Figure 1. Drive-strength map.
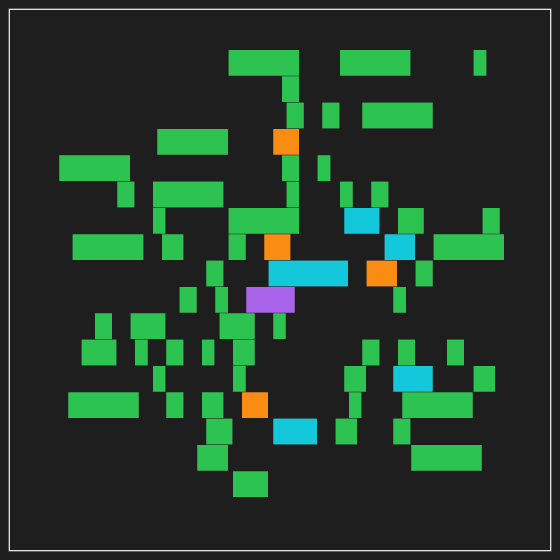
Figure 2. Routed metal per tile.
Scale bar: 20 um. 11 x 11 tiles, from dark blue (low) to red (high), scaled to the fullest tile. Values are wire area over tile area, all layers added.
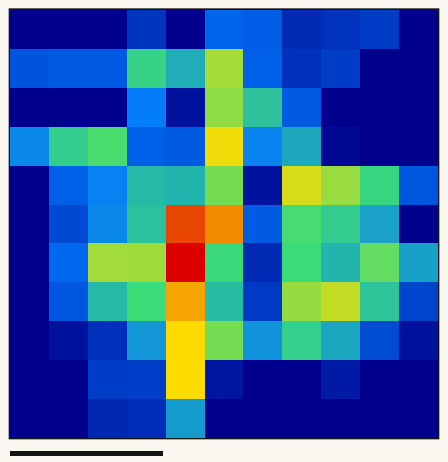
Figure 3. Local utilization.
Scale bar: 20 um. 11 x 11 tiles, from dark blue (low) to red (high), 0 to 100% covered.
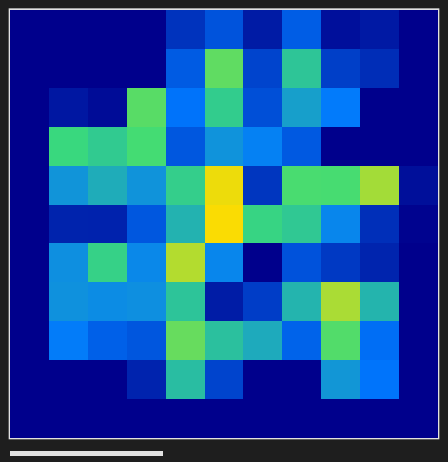
Figure 4. Placed cells, one color a class.
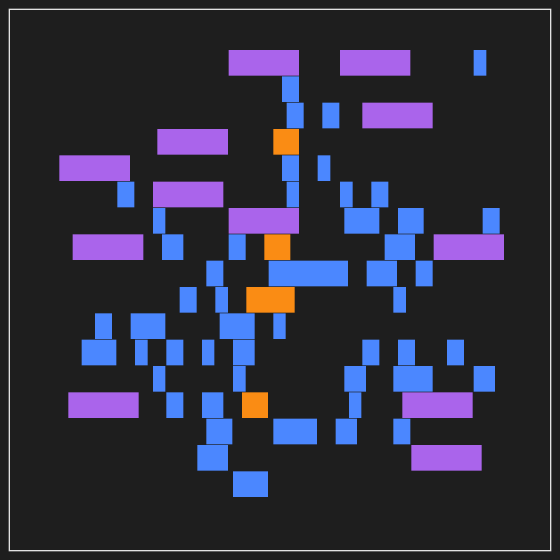
Figure 5. Track usage over the die.
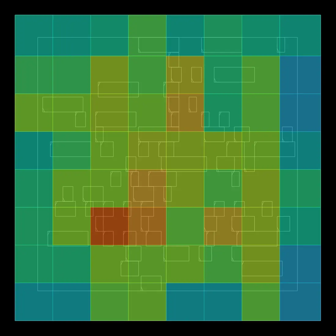
**src/rtl/fpu_rr_arbiter_if.sv**
```systemverilog
// fpu_rr_arbiter_if: bundle of handshake signals between the FPU operation
// units, the round-robin arbiter and the shared slave port.
//
// Handshake semantics:
//   Requester side: a unit raises M_req[i] and holds it until it sees its
//   one-cycle M_ack[i] pulse. Dropping M_req[i] before the pulse withdraws
//   the request. After the pulse the unit drops M_req[i] to finish the
//   four-phase cycle.
//   Slave side: S_req stays high with a stable Select until the slave
//   answers with S_ack. The slave drops S_ack again before the arbiter
//   returns to idle.
// dbg_state / dbg_rr_ptr expose the arbiter FSM state and rotation pointer.
interface fpu_rr_arbiter_if #(
    parameter int NUM_REQ = 4,
    parameter int SEL_W   = 2
);
    logic [NUM_REQ-1:0] M_req;
    logic [NUM_REQ-1:0] M_ack;
    logic               S_req;
    logic               S_ack;
    logic [SEL_W-1:0]   Select;
    logic               Busy;
    logic               Err;
    logic [1:0]         dbg_state;
    logic [SEL_W-1:0]   dbg_rr_ptr;

    // master: the arbiter's view (drives the grant side and debug state)
    modport master (
        input  M_req, S_ack,
        output M_ack, S_req, Select, Busy, Err, dbg_state, dbg_rr_ptr
    );

    // slave: the environment's view (operation units plus shared slave)
    modport slave (
        output M_req, S_ack,
        input  M_ack, S_req, Select, Busy, Err, dbg_state, dbg_rr_ptr
    );
endinterface

```
**src/rtl/fpu_rr_arbiter.sv**
```systemverilog
// fpu_rr_arbiter: round-robin arbiter sharing one FPU slave port among
// NUM_REQ operation units. Every output is registered.
// Optional stall watchdog: define FPU_ARB_TIMEOUT_EN to abort a grant that
// waits TIMEOUT_CYC cycles for S_ack; Err pulses for one cycle on abort.
// Without the macro Err is constant 0 and a grant waits indefinitely.
module fpu_rr_arbiter #(
    parameter int NUM_REQ     = 4,
    parameter int SEL_W       = 2,
    parameter int TIMEOUT_CYC = 64
) (
    input  logic              CLK,
    input  logic              RST,
    fpu_rr_arbiter_if.master  bus
);

    // One extra bit so index sums below 2*NUM_REQ never overflow before wrap.
    localparam int IW = SEL_W + 1;

    typedef enum logic [1:0] {
        IDLE  = 2'd0,
        GRANT = 2'd1,
        DONE  = 2'd2
    } state_t;

    state_t             state_q, state_d;
    logic [SEL_W-1:0]   rr_q, rr_d;
    logic [SEL_W-1:0]   sel_q, sel_d;
    logic [NUM_REQ-1:0] m_ack_q, m_ack_d;
    logic               s_req_q, s_req_d;
    logic               busy_q, busy_d;
    logic [SEL_W-1:0]   winner;
    logic [SEL_W-1:0]   scan_idx;
    logic               any_req;
    logic               req_sel;

`ifdef FPU_ARB_TIMEOUT_EN
    logic [7:0]         wd_q, wd_d;
    logic               err_q, err_d;
    logic               wd_hit;
`endif

    // Elaboration guard on the parameter ranges and the Select width.
    if (NUM_REQ < 1 || NUM_REQ > 8 ||
        SEL_W != ((NUM_REQ > 1) ? $clog2(NUM_REQ) : 1) ||
        TIMEOUT_CYC < 2 || TIMEOUT_CYC > 255) begin : g_bad_params
        $error("fpu_rr_arbiter: illegal NUM_REQ/SEL_W/TIMEOUT_CYC combination");
    end

    // Reduce a requester index sum (< 2*NUM_REQ) modulo NUM_REQ.
    function automatic logic [SEL_W-1:0] mod_req(input logic [IW-1:0] v);
        logic [IW-1:0] r;
        r = v;
        if (r >= IW'(NUM_REQ)) begin
            r = r - IW'(NUM_REQ);
        end
        return r[SEL_W-1:0];
    endfunction

    assign any_req = |bus.M_req;
    assign req_sel = bus.M_req[sel_q];

`ifdef FPU_ARB_TIMEOUT_EN
    assign wd_hit = (wd_q == 8'(TIMEOUT_CYC - 1));
`endif

    // Round-robin scan: walk from the farthest offset back to rr_ptr so the
    // closest set bit at or after rr_ptr is the last one written.
    always_comb begin
        winner   = '0;
        scan_idx = '0;
        for (int k = NUM_REQ - 1; k >= 0; k--) begin
            scan_idx = mod_req({1'b0, rr_q} + IW'(k));
            if (bus.M_req[scan_idx]) begin
                winner = scan_idx;
            end
        end
    end

    // Next-state and next-output logic for the IDLE/GRANT/DONE controller.
    always_comb begin
        state_d = state_q;
        rr_d    = rr_q;
        sel_d   = sel_q;
        s_req_d = 1'b0;
        m_ack_d = '0;
        busy_d  = busy_q;
`ifdef FPU_ARB_TIMEOUT_EN
        wd_d    = wd_q;
        err_d   = 1'b0;
`endif
        case (state_q)
            IDLE: begin
                if (any_req) begin
                    state_d = GRANT;
                    sel_d   = winner;
                    rr_d    = mod_req({1'b0, winner} + IW'(1));
                    s_req_d = 1'b1;
                    busy_d  = 1'b1;
`ifdef FPU_ARB_TIMEOUT_EN
                    wd_d    = 8'd0;
`endif
                end
            end
            GRANT: begin
                // Withdrawal beats a late S_ack; S_ack beats the watchdog.
                if (!req_sel) begin
                    state_d = IDLE;
                    busy_d  = 1'b0;
                end else if (bus.S_ack) begin
                    state_d        = DONE;
                    m_ack_d[sel_q] = 1'b1;
                end
`ifdef FPU_ARB_TIMEOUT_EN
                else if (wd_hit) begin
                    state_d = IDLE;
                    busy_d  = 1'b0;
                    err_d   = 1'b1;
                end
`endif
                else begin
                    s_req_d = 1'b1;
`ifdef FPU_ARB_TIMEOUT_EN
                    wd_d    = wd_q + 8'd1;
`endif
                end
            end
            DONE: begin
                // Four-phase completion: both sides must release first.
                if (!req_sel && !bus.S_ack) begin
                    state_d = IDLE;
                    busy_d  = 1'b0;
                end
            end
            default: begin
                state_d = IDLE;
                busy_d  = 1'b0;
            end
        endcase
    end

    // State and output registers with synchronous reset.
    always_ff @(posedge CLK) begin
        if (RST) begin
            state_q <= IDLE;
            rr_q    <= '0;
            sel_q   <= '0;
            s_req_q <= 1'b0;
            m_ack_q <= '0;
            busy_q  <= 1'b0;
`ifdef FPU_ARB_TIMEOUT_EN
            wd_q    <= 8'd0;
            err_q   <= 1'b0;
`endif
        end else begin
            state_q <= state_d;
            rr_q    <= rr_d;
            sel_q   <= sel_d;
            s_req_q <= s_req_d;
            m_ack_q <= m_ack_d;
            busy_q  <= busy_d;
`ifdef FPU_ARB_TIMEOUT_EN
            wd_q    <= wd_d;
            err_q   <= err_d;
`endif
        end
    end

    assign bus.M_ack      = m_ack_q;
    assign bus.S_req      = s_req_q;
    assign bus.Select     = sel_q;
    assign bus.Busy       = busy_q;
    assign bus.dbg_state  = state_q;
    assign bus.dbg_rr_ptr = rr_q;
`ifdef FPU_ARB_TIMEOUT_EN
    assign bus.Err        = err_q;
`else
    assign bus.Err        = 1'b0;
`endif

endmodule

```
**src/flat_wrapper.sv**
```systemverilog
// flat-port wrapper written by rule: the top's interface ports become plain ports
module fpu_rr_arbiter_flat 
#(
    parameter int NUM_REQ     = 4,
    parameter int SEL_W       = 2,
    parameter int TIMEOUT_CYC = 64
)
  (CLK, RST, bus_M_req, bus_S_ack, bus_M_ack, bus_S_req, bus_Select, bus_Busy, bus_Err, bus_dbg_state, bus_dbg_rr_ptr);
  fpu_rr_arbiter_if #(.NUM_REQ(NUM_REQ), .SEL_W(SEL_W)) bus_i ();
  input  logic CLK;
  input  logic RST;
  input wire logic [$bits(bus_i.M_req)-1:0] bus_M_req;
  input wire logic [$bits(bus_i.S_ack)-1:0] bus_S_ack;
  output wire logic [$bits(bus_i.M_ack)-1:0] bus_M_ack;
  output wire logic [$bits(bus_i.S_req)-1:0] bus_S_req;
  output wire logic [$bits(bus_i.Select)-1:0] bus_Select;
  output wire logic [$bits(bus_i.Busy)-1:0] bus_Busy;
  output wire logic [$bits(bus_i.Err)-1:0] bus_Err;
  output wire logic [$bits(bus_i.dbg_state)-1:0] bus_dbg_state;
  output wire logic [$bits(bus_i.dbg_rr_ptr)-1:0] bus_dbg_rr_ptr;
  assign bus_i.M_req = bus_M_req;
  assign bus_i.S_ack = bus_S_ack;
  assign bus_M_ack = bus_i.M_ack;
  assign bus_S_req = bus_i.S_req;
  assign bus_Select = bus_i.Select;
  assign bus_Busy = bus_i.Busy;
  assign bus_Err = bus_i.Err;
  assign bus_dbg_state = bus_i.dbg_state;
  assign bus_dbg_rr_ptr = bus_i.dbg_rr_ptr;
  fpu_rr_arbiter #(.NUM_REQ(NUM_REQ), .SEL_W(SEL_W), .TIMEOUT_CYC(TIMEOUT_CYC)) u_core (.CLK(CLK), .RST(RST), .bus(bus_i));
endmodule
```
**config.mk**
```make
export PLATFORM = sky130hd
export DESIGN_NAME = fpu_rr_arbiter_flat
export DESIGN_NICKNAME = d
export VERILOG_FILES = /design/src/rtl/fpu_rr_arbiter_if.sv /design/src/rtl/fpu_rr_arbiter.sv /design/src/flat_wrapper.sv
export SDC_FILE = /design/constraint.sdc
export NUM_CORES = 1
export LEC_CHECK = 0
export CAP_MARGIN = 40
export CELL_PAD_IN_SITES_DETAIL_PLACEMENT = 2
export CELL_PAD_IN_SITES_GLOBAL_PLACEMENT = 2
export CORE_MARGIN = 4
export CORE_UTILIZATION = 25
export CTS_CLUSTER_DIAMETER = 50
export DETAILED_ROUTE_END_ITERATION = 10
export DONT_BUFFER_PORTS = 1
export PLACE_DENSITY_LB_ADDON = 0.1
export REMOVE_ABC_BUFFERS = 1
export SLEW_MARGIN = 15
export SYNTH_ARGS = -nofsm -noshare
export SYNTH_HDL_FRONTEND = slang
export SYNTH_SLANG_ARGS = --single-unit
```
**constraint.sdc**
```tcl
create_clock -name CLK -period 2.2 [get_ports CLK]
set_input_delay 0.33 -clock CLK [delete_from_list [all_inputs] [get_ports CLK]]
set_output_delay 0.33 -clock CLK [all_outputs]
set_load 0.01 [all_outputs]
```
==> impl_metrics.env <==
# yosys + openroad results
export IMPL_yosys_warnings=0
export IMPL_drt_met1_wl_um=712
export IMPL_setup_viol=0
export IMPL_ir_drop_v=0.000354
export IMPL_ys_area_um2=571
export IMPL_crit_required_ns=2.36
export IMPL_synthesis_area_um2=571
export IMPL_rsz0062_at_grt="false"
export IMPL_finalSetupTns_ns=0
export IMPL_top_cells_by_area="dfxtp_1 42%, a21oi_1 6.1%, nor3_1 6.1%"
export IMPL_cts_hold_buffers=0
export IMPL_ys_ff=12
export IMPL_warning_count=25
export IMPL_htree_num_levels=1
export IMPL_fmaxAchievable_mhz=621
export IMPL_num_vias=474
export IMPL_min_period_over_period_pct=73.2
export IMPL_slew_headroom_pct=63.9
export IMPL_diodes=0
export IMPL_die_h_um=55.8
export IMPL_hold_violations=0
export IMPL_worstSetupPathType="reg2reg"
export IMPL_ys_types=28
export IMPL_post_cts_buffers=0
export IMPL_drt_first_pass_iters=3
export IMPL_ys_cells=65
export IMPL_end_kind="flip-flop"
export IMPL_regArea_um2=240
export IMPL_grt_ovfl_total=0
export IMPL_drive_gt1_share_pct=15.2
export IMPL_coreArea_mm2=0.00219
export IMPL_power_density_mw_per_mm2=918
export IMPL_synth_top_area_share_pct=42.1
export IMPL_fin_crit_ns=1.61
export IMPL_io_pins=20
export IMPL_critPathLaunchType="flip-flop"
export IMPL_fin_skew_ns=0.00764
export IMPL_cts_sinks=12
export IMPL_chipArea_mm2=0.00311
export IMPL_wl_per_cell_um=16.6
export IMPL_die_x_um=55.8
export IMPL_routed_wl_um=1560
export IMPL_synth_cells_most_frequent="12 x dfxtp_1, 7 x a21oi_1, 7 x nor3_1"
export IMPL_rows=17
export IMPL_post_synth_top_area_cell="dfxtp_1"
export IMPL_worstMarginPinSlew_ns=0.538
export IMPL_clock_latency_ns=0.28
export IMPL_ys_async_sr_fraction_pct=0
export IMPL_p_leak_nw=0.229
export IMPL_report_final_slew_viol_count=0
export IMPL_dpl_hpwl_um=1170
export IMPL_maxCapViolCount=0
export IMPL_synth_top_cell_by_count="dfxtp_1"
export IMPL_via_per_inst=5.04
export IMPL_cp_max_fo=6
export IMPL_grt_max_degree=12
export IMPL_met2RoutedLength_um=741
export IMPL_cts_resized=0
export IMPL_final_antenna_net_count=0
export IMPL_drcViolationCount=0
export IMPL_min_path_type="in2reg"
export IMPL_syn_instance_count=65
export IMPL_top_layer="met4"
export IMPL_drt_iter0_drc=7
export IMPL_cts_buffers=3
export IMPL_initCoreUtil_pct=26.0
export IMPL_antenna_found_initial=0
export IMPL_root_buffer="clkbuf_4"
export IMPL_wl_met3_um=77
export IMPL_port_buffers=0
export IMPL_cts_tree="built"
export IMPL_nets=74
export IMPL_gp_congestion=0.714
export IMPL_yosysSeqAreaShare_pct=42.1
export IMPL_mi_logic_area_um2=295
export IMPL_clock_path_buffers=2
export IMPL_syn_area_per_cell_um2=8.78
export IMPL_holdWs_ns=0.0965
export IMPL_status="finished, final reports clean"
export IMPL_grt_pass1_wl_um=2680
About Figure 1:
x6 and larger -> purple  # cells 1, share 1.5%
x1 and smaller -> green  # cells 56, share 85%
x3 and x4 -> orange  # cells 4, share 6.1%
x2 -> cyan  # cells 5, share 7.6%

About Figure 2:
nearly empty tiles = 30%
emptiest ninth of the die = north-east
mean over tiles = 0.079
tiles over half the peak = 17%

About Figure 3:
densest ninth of the die = center
fullest tile = 74%
nearly empty tiles = 36%
mean over tiles = 19%

About Figure 4:
remaining logic cells -> blue  # cells 50, share of their area 53%
registers -> purple  # cells 12, share of their area 41%
clock drivers and dummy loads -> orange  # cells 4, share of their area 6.1%

About Figure 5:
GRT Overall Usage: 11.3%
Top Usage Layer GRT: met2
met1 usage in global routing: 14.1%
final core utilization: 28.6%
met3 GRT Util: 3.25%

[cell type report]
class,count,share of cell area (%)
clock buffers,4,5.80
inverters,5,3.00
multi-input cells,45,47.2
flip-flops and latches,12,38.4
well taps,28,5.60
[layer usage]
layer  up-vias  track usage, %
met3         4            3.25
met1       228            14.1
met4         0            6.25
met2        10            17.2
li1        232               -
met5         -               0
[cell usage in the layout (no fill, tap or decap)]
cell type   n
a21boi_0    1
a21oi_1     7
a21oi_2     1
a221o_1     2
and2_1      1
and2_4      1
clkbuf_4    3
clkbuf_8    1
conb_1      1
dfxtp_1    12
inv_1       5
mux2i_1     1
mux4_2      1
nand2_1     5
nand2b_1    1
nand3_1     2
nand3_2     1
nand3b_1    1
nor2_1      2
nor2b_1     3
nor3_1      7
nor4_2      1
o211a_1     1
o21ai_0     2
o221a_2     1
o22a_1      1
or3_1       1
[sequential cells by signal, indices dropped and copies added (netlist names)]
| register | cells |
|---|---|
| u_core.bus.Select | 2 |
| u_core.bus.dbg_rr_ptr | 2 |
| u_core.bus.M_ack | 4 |
| u_core.bus.Busy | 1 |
| u_core.bus.dbg_state | 2 |
| u_core.bus.S_req | 1 |
[logic make-up after synthesis]
| logic type | synth area share (%) |
|---|---|
| compound gates | 19.5 |
| buf+inv | 6.14 |
| other cells | 0.657 |
| mux | 5.70 |
| flops | 42.1 |
| simple gates | 25.9 |
[worst max-delay path, cell delays in order (launching register included)]
cell and delay (ns):
dfxtp_1 0.50, mux4_2 0.58, and2_4 0.19, a21oi_2 0.15
nor3_1 0.06
[report_power, final]
group / switching (mW) / internal, mW
Sequential: 0.0426 / 0.240
Clock: 0.0883 / 0.101
Combinational: 0.0537 / 0.0487
[through the flow]
| step | area, um^2 | worst slack (ns) | util, % | instances | total power, mW |
|---|---|---|---|---|---|
| floorplan | 554 | 0.718 | - | 62 | 0.363 |
| global placement | 589 | 0.635 | 26.9 | 90 | 0.393 |
| detailed placement | 589 | 0.605 | 26.9 | 90 | 0.393 |
| CTS | 626 | 0.581 | 28.6 | 94 | 0.585 |
| global route | 626 | 0.528 | 28.6 | 94 | 0.616 |
| finish | 626 | 0.591 | 28.6 | 94 | 0.574 |
[path summary, 6_finish.rpt]
check             cells after the start  slack, ns                  from              endpoint
hold reg to reg                       2       0.59  u_core.bus.Select[1]  u_core.bus.Select[1]
setup reg to reg                      4       0.59  u_core.bus.Select[0]      u_core.bus.S_req
hold / removal                        1        0.1                   RST  u_core.bus.Select[0]
setup / recovery                      4       0.59  u_core.bus.Select[0]      u_core.bus.S_req
Power is estimated from default activity; no workload was simulated.
